<file path="src/rtl/uart_lite_io_engine.sv">
// rtl/uart_lite_io_engine.sv - UART-lite AXI-Lite master with local TX byte and RX word FIFOs
module uart_lite_fifo #(
    parameter int WIDTH = 8,
    parameter int DEPTH = 16
) (
    input  logic             clk,
    input  logic             rstn,
    input  logic             push,
    input  logic [WIDTH-1:0] push_data,
    input  logic             pop,
    output logic [WIDTH-1:0] head,
    output logic             full,
    output logic             empty
);
    localparam int AW = $clog2(DEPTH);

    logic [WIDTH-1:0] mem [DEPTH];
    logic [AW-1:0]    wr_ptr;
    logic [AW-1:0]    rd_ptr;
    logic [AW:0]      count;
    logic             do_push;
    logic             do_pop;

    assign full    = (count == (AW+1)'(DEPTH));
    assign empty   = (count == '0);
    assign do_pop  = pop && !empty;
    // A full FIFO still takes a push when the head leaves in the same cycle.
    assign do_push = push && (!full || do_pop);
    assign head    = mem[rd_ptr];

    always_ff @(posedge clk) begin
        if (do_push) mem[wr_ptr] <= push_data;
    end

    always_ff @(posedge clk) begin
        if (!rstn) begin
            wr_ptr <= '0;
            rd_ptr <= '0;
            count  <= '0;
        end else begin
            if (do_push) wr_ptr <= wr_ptr + 1'b1;
            if (do_pop)  rd_ptr <= rd_ptr + 1'b1;
            if (do_push && !do_pop)      count <= count + 1'b1;
            else if (do_pop && !do_push) count <= count - 1'b1;
        end
    end
endmodule

module uart_lite_io_engine #(
    parameter int TX_DEPTH        = 16,
    parameter int RX_DEPTH        = 8,
    parameter int WORD_BYTES      = 4,
    parameter int UART_FIFO_DEPTH = 16,
    parameter bit SYNC_EN         = 1'b1
) (
    input  logic                    clk,
    input  logic                    rstn,
    input  logic                    tx_valid,
    input  logic [7:0]              tx_data,
    output logic                    tx_ready,
    output logic                    rx_valid,
    output logic [8*WORD_BYTES-1:0] rx_data,
    input  logic                    rx_ready,
    output logic                    axi_awvalid,
    input  logic                    axi_awready,
    output logic [31:0]             axi_awaddr,
    output logic [2:0]              axi_awprot,
    output logic                    axi_wvalid,
    input  logic                    axi_wready,
    output logic [31:0]             axi_wdata,
    output logic [3:0]              axi_wstrb,
    input  logic                    axi_bvalid,
    output logic                    axi_bready,
    input  logic [1:0]              axi_bresp,
    output logic                    axi_arvalid,
    input  logic                    axi_arready,
    output logic [31:0]             axi_araddr,
    output logic [2:0]              axi_arprot,
    input  logic                    axi_rvalid,
    output logic                    axi_rready,
    input  logic [31:0]             axi_rdata,
    input  logic [1:0]              axi_rresp
);
    localparam int          CW        = $clog2(UART_FIFO_DEPTH + 1);
    localparam int          WW        = 8 * WORD_BYTES;
    localparam logic [1:0]  LAST_BYTE = 2'(WORD_BYTES - 1);
    localparam logic [31:0] ADDR_RX   = 32'h0;
    localparam logic [31:0] ADDR_TX   = 32'h4;
    localparam logic [31:0] ADDR_STAT = 32'h8;

    typedef enum logic [2:0] {IDLE, WR_ADDR_DATA, WR_RESP, ST_AR, ST_R, RX_AR, RX_R} state_t;

    state_t          state;
    logic [CW-1:0]   credit;
    logic            sync_pending;
    logic            last_was_write;
    logic            wr_is_sync;
    logic [1:0]      byte_cnt;
    logic [WW-1:0]   word_buf;
    logic [WW-1:0]   word_next;
    logic            tx_push, tx_pop, tx_full, tx_empty;
    logic [7:0]      tx_head;
    logic            rx_push, rx_pop, rx_full, rx_empty;
    logic            unused_inputs;

    assign unused_inputs = ^{axi_bresp, axi_rresp, axi_rdata[31:8]};
    assign axi_wstrb  = 4'b1111;
    assign axi_awprot = 3'b000;
    assign axi_arprot = 3'b000;

    assign tx_ready = !tx_full;
    assign rx_valid = !rx_empty;
    assign tx_push  = tx_valid && tx_ready;
    assign tx_pop   = (state == WR_RESP) && axi_bvalid && !wr_is_sync;
    assign rx_pop   = rx_ready && rx_valid;
    assign rx_push  = (state == RX_R) && axi_rvalid && (byte_cnt == LAST_BYTE);

    always_comb begin
        word_next = word_buf;
        word_next[int'(byte_cnt)*8 +: 8] = axi_rdata[7:0];
    end

    uart_lite_fifo #(.WIDTH(8), .DEPTH(TX_DEPTH)) u_tx_fifo (
        .clk(clk), .rstn(rstn), .push(tx_push), .push_data(tx_data), .pop(tx_pop),
        .head(tx_head), .full(tx_full), .empty(tx_empty)
    );

    uart_lite_fifo #(.WIDTH(WW), .DEPTH(RX_DEPTH)) u_rx_fifo (
        .clk(clk), .rstn(rstn), .push(rx_push), .push_data(word_next), .pop(rx_pop),
        .head(rx_data), .full(rx_full), .empty(rx_empty)
    );

    always_ff @(posedge clk) begin
        if (!rstn) begin
            state          <= IDLE;
            axi_awvalid    <= 1'b0;
            axi_wvalid     <= 1'b0;
            axi_bready     <= 1'b0;
            axi_arvalid    <= 1'b0;
            axi_rready     <= 1'b0;
            axi_awaddr     <= '0;
            axi_araddr     <= '0;
            axi_wdata      <= '0;
            credit         <= '0;
            sync_pending   <= SYNC_EN;
            last_was_write <= 1'b0;
            wr_is_sync     <= 1'b0;
            byte_cnt       <= '0;
            word_buf       <= '0;
        end else begin
            case (state)
                IDLE: begin
                    // Back-to-back writes are never issued: a status poll always sits between them.
                    if ((sync_pending || !tx_empty) && credit != '0 && !last_was_write) begin
                        axi_awvalid    <= 1'b1;
                        axi_wvalid     <= 1'b1;
                        axi_awaddr     <= ADDR_TX;
                        axi_wdata      <= {24'b0, sync_pending ? 8'hAA : tx_head};
                        wr_is_sync     <= sync_pending;
                        last_was_write <= 1'b1;
                        state          <= WR_ADDR_DATA;
                    end else begin
                        axi_arvalid    <= 1'b1;
                        axi_araddr     <= ADDR_STAT;
                        last_was_write <= 1'b0;
                        state          <= ST_AR;
                    end
                end
                WR_ADDR_DATA: begin
                    if (axi_awready) axi_awvalid <= 1'b0;
                    if (axi_wready)  axi_wvalid  <= 1'b0;
                    if ((!axi_awvalid || axi_awready) && (!axi_wvalid || axi_wready)) begin
                        axi_bready <= 1'b1;
                        state      <= WR_RESP;
                    end
                end
                WR_RESP: begin
                    if (axi_bvalid) begin
                        axi_bready <= 1'b0;
                        if (wr_is_sync) sync_pending <= 1'b0;
                        if (credit != '0) credit <= credit - 1'b1;
                        state <= IDLE;
                    end
                end
                ST_AR, RX_AR: begin
                    if (axi_arready) begin
                        axi_arvalid <= 1'b0;
                        axi_rready  <= 1'b1;
                        state       <= (state == ST_AR) ? ST_R : RX_R;
                    end
                end
                ST_R: begin
                    if (axi_rvalid) begin
                        axi_rready <= 1'b0;
                        if (axi_rdata[2])      credit <= CW'(UART_FIFO_DEPTH);
                        else if (axi_rdata[3]) credit <= '0;
                        // Only fetch an RX byte when the assembled word is guaranteed a slot.
                        if (axi_rdata[0] && !rx_full) begin
                            axi_arvalid <= 1'b1;
                            axi_araddr  <= ADDR_RX;
                            state       <= RX_AR;
                        end else begin
                            state <= IDLE;
                        end
                    end
                end
                RX_R: begin
                    if (axi_rvalid) begin
                        axi_rready <= 1'b0;
                        word_buf   <= word_next;
                        byte_cnt   <= (byte_cnt == LAST_BYTE) ? 2'd0 : byte_cnt + 2'd1;
                        state      <= IDLE;
                    end
                end
                default: state <= IDLE;
            endcase
        end
    end
endmodule

</file>
<file path="config.mk">
export PLATFORM = sky130hd
export DESIGN_NAME = uart_lite_io_engine
export DESIGN_NICKNAME = d
export VERILOG_FILES = /design/src/rtl/uart_lite_io_engine.sv
export SDC_FILE = /design/constraint.sdc
export NUM_CORES = 1
export LEC_CHECK = 0
export CORE_ASPECT_RATIO = 1.2
export CORE_MARGIN = 2
export CORE_UTILIZATION = 48
export DETAILED_ROUTE_END_ITERATION = 8
export GPL_ROUTABILITY_DRIVEN = 1
export PLACE_DENSITY = 0.77
export REMOVE_ABC_BUFFERS = 1
export SETUP_SLACK_MARGIN = 0.02
export SYNTH_ARGS = -nofsm -noshare
export SYNTH_HDL_FRONTEND = slang
export SYNTH_SLANG_ARGS = --single-unit
export TNS_END_PERCENT = 5
</file>
<file path="constraint.sdc">
create_clock -name clk -period 11.5 [get_ports clk]
set_input_delay 1.725 -clock clk [delete_from_list [all_inputs] [get_ports clk]]
set_output_delay 1.725 -clock clk [all_outputs]
set_load 0.01 [all_outputs]
</file>
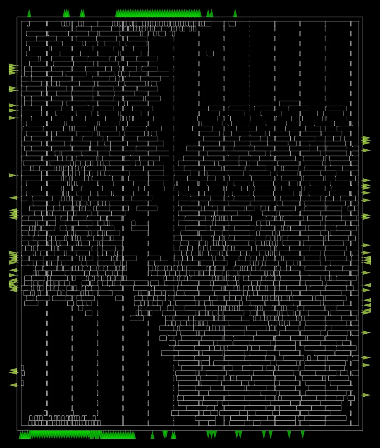
Fig. 1. Cell outlines without signal wires (run 1).
std cell rows: 81
seq_cells: 474
Filler cells: 3126
fin cells: 1864
Final Core Density: 0.5424

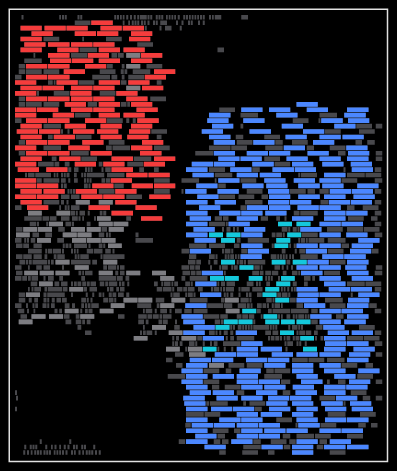
Fig. 2. Register map, names as in the netlist (run 1).
(2 px per µm) Other sequential cells in the stronger gray, the rest of the logic in the fainter gray.
- cyan: `word_buf` (placed flops 32)
- red: `u_tx_fifo.mem` (placed flops 128; where upper left)
- blue: `u_rx_fifo.mem` (placed flops 256)
- not colored: 58

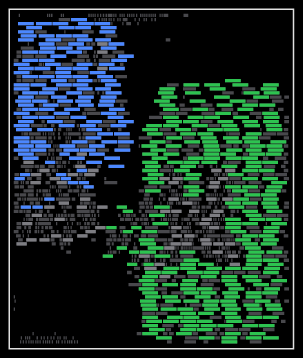
Fig. 3. Sequential cells colored by instance or generate block (run 1).
(1.5 px per µm) Other sequential cells in the stronger gray, the rest of the logic in the fainter gray.
- green: `u_rx_fifo` (placed flops 266)
- blue: `u_tx_fifo` (placed flops 141)
- not colored: 67

==> results.yml, run 1 <==
# yosys + openroad results
power_and_ir_drop:
  p_per_area_nw_per_um2: 178.3
  p_sw_frac: 0.2434
critical_path:
  worstSetupPathDepth: 4
  critPathCaptureType: "output port"
  cp-endpoint: "rx_data[11]"
  worst_ep_arrival_time_ns: 3.41
  r2r_setup_slack_ns: 8.01
  path_cells: "buf_4 > mux4_2 > mux2_2 > clkdlybuf4s50_1"
  worst_ep_required_time_ns: 9.78
drt:
  wirelength_um: 37680
  drc: 0
  dr.max_layer_used: "met5"
floorplanning:
  io_pins: 198
  fp_util: 0.4833
  die_w_um: 188.4
place:
  place_congestion: 0.7560
  place_area_um2: 20590
worst_hold_path:
  worstHoldStart: "credit[1]"
  hold_path.class: "register to register"
  min_to: "credit[1]"
logic_synthesis:
  synth_area_um2: 19590
  synthArstFlopShare: 0
  flop_cell: "edfxtp_1"
  common_cells: "384 x edfxtp_1, 100 x nand2_1, 96 x buf_4, 96 x mux4_2"
  synthTopLogicFamily: "multiplexers"
  synthCells: 1210
  top_area_frac: 0.5885
  ys_ff: 474
  yosysWarnings: 0
  yosys.area.top_type: "edfxtp_1"
  topCellsByArea: "edfxtp_1 59%, mux4_2 11%, dfxtp_1 9.2%"
  syn_area_per_cell_um2: 16.19
  synth-simple-area-share: 0.06795
cells_and_area:
  seq_area_frac: 0.6068
  drive_gt1_frac: 0.1789
  top_area_cell_class: "flip-flops and latches"
  finish.net_count: 1367
  comb_area_share: 0.2571
  largest_register_ffs: 256
  stdcell_area_um2: 21990
  clkCellAreaFrac: 0.06351
  final_common_cell: "edfxtp_1"
cts:
  htreeDepth: 2
  clock_path_buffers: 3
  cts.reportedPaths.clkPinSlew_ns: 0.06
  numCtsBuffers: 44
  clk_latency_ns: 0.56
status:
  status: "finished, final reports clean"
run:
  max_cap_viol_count: 0
grt:
  use_met2: 0.3138
final_timing:
  setup_violations: 0
  tns_ns: 0
Fig. 4: run 1, wiring by layer
(1.5 px per µm) Two of the layers only.
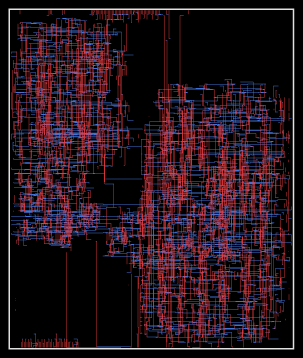

--- run 2 (diff from run 1) ---
clock period = 4.8 ns   (was 11.5 ns; I/O delays follow)
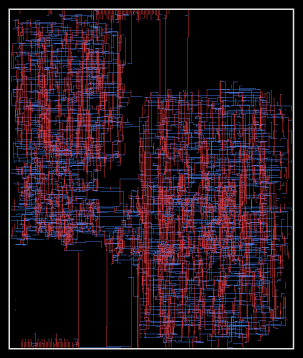
Fig. 5. Wiring by layer (run 2).
(1.5 px per µm) Two of the layers only.
- red: met2 (wire length 19900 µm)
- blue: met1 (wire length 15500 µm)

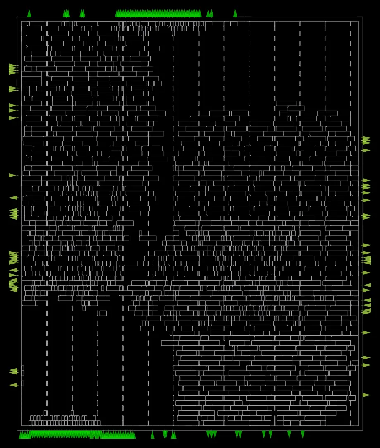
Fig. 6. Cell outlines without signal wires (run 2).
Filler cells: 3112
core area: 40540 µm²
fin cells: 1868
Final Core Density: 0.5414
flop share of the area: 0.6079

==> results.yml, run 2 <==
# yosys + openroad results
logic_synthesis:
  synth-simple-area-share: 0.06795
  synthCells: 1210
  top_area_frac: 0.5885
  common_cells: "384 x edfxtp_1, 100 x nand2_1, 96 x buf_4, 96 x mux4_2"
  flop_cell: "edfxtp_1"
  topCellsByArea: "edfxtp_1 59%, mux4_2 11%, dfxtp_1 9.2%"
  synthTopLogicFamily: "multiplexers"
  synth_area_um2: 19590
  ys_ff: 474
  synthArstFlopShare: 0
  syn_area_per_cell_um2: 16.19
  yosys.area.top_type: "edfxtp_1"
  yosysWarnings: 0
critical_path:
  worst_ep_arrival_time_ns: 3.04
  cp-endpoint: "rx_data[12]"
  path_cells: "buf_12 > mux4_2 > mux2_2 > clkdlybuf4s50_1"
  r2r_setup_slack_ns: 1.73
  worst_ep_required_time_ns: 4.08
  worstSetupPathDepth: 4
cells_and_area:
  seq_cell_count: 474
  clkCellAreaFrac: 0.06020
  stdcell_area_um2: 21950
  final_common_cell: "edfxtp_1"
  finish.net_count: 1369
  syn_to_final_growth_pct: 12.02
  comb_area_share: 0.2576
  drive_gt1_frac: 0.1732
  largest_register_ffs: 256
  top_area_cell_class: "flip-flops and latches"
  largest_register: "u_rx_fifo.mem"
drt:
  wirelength_um: 38010
  dr.max_layer_used: "met4"
  drc: 0
floorplanning:
  io_pins: 198
  die_w_um: 188.4
  fp_util: 0.4833
place:
  place_congestion: 0.7657
  place_area_um2: 20620
power_and_ir_drop:
  p_sw_frac: 0.2465
  p_per_area_nw_per_um2: 421.1
grt:
  grt_overflow: 0
  use_met2: 0.3152
final_timing:
  tns_ns: 0
  setup_violations: 0
worst_hold_path:
  worstHoldStart: "credit[1]"
  min_to: "credit[1]"
cts:
  cts.reportedPaths.clkPinSlew_ns: 0.06
  clock_path_buffers: 3
  clk_latency_ns: 0.56
  htreeDepth: 2
  numCtsBuffers: 45
status:
  status: "finished, final reports clean"
run:
  max_cap_viol_count: 0
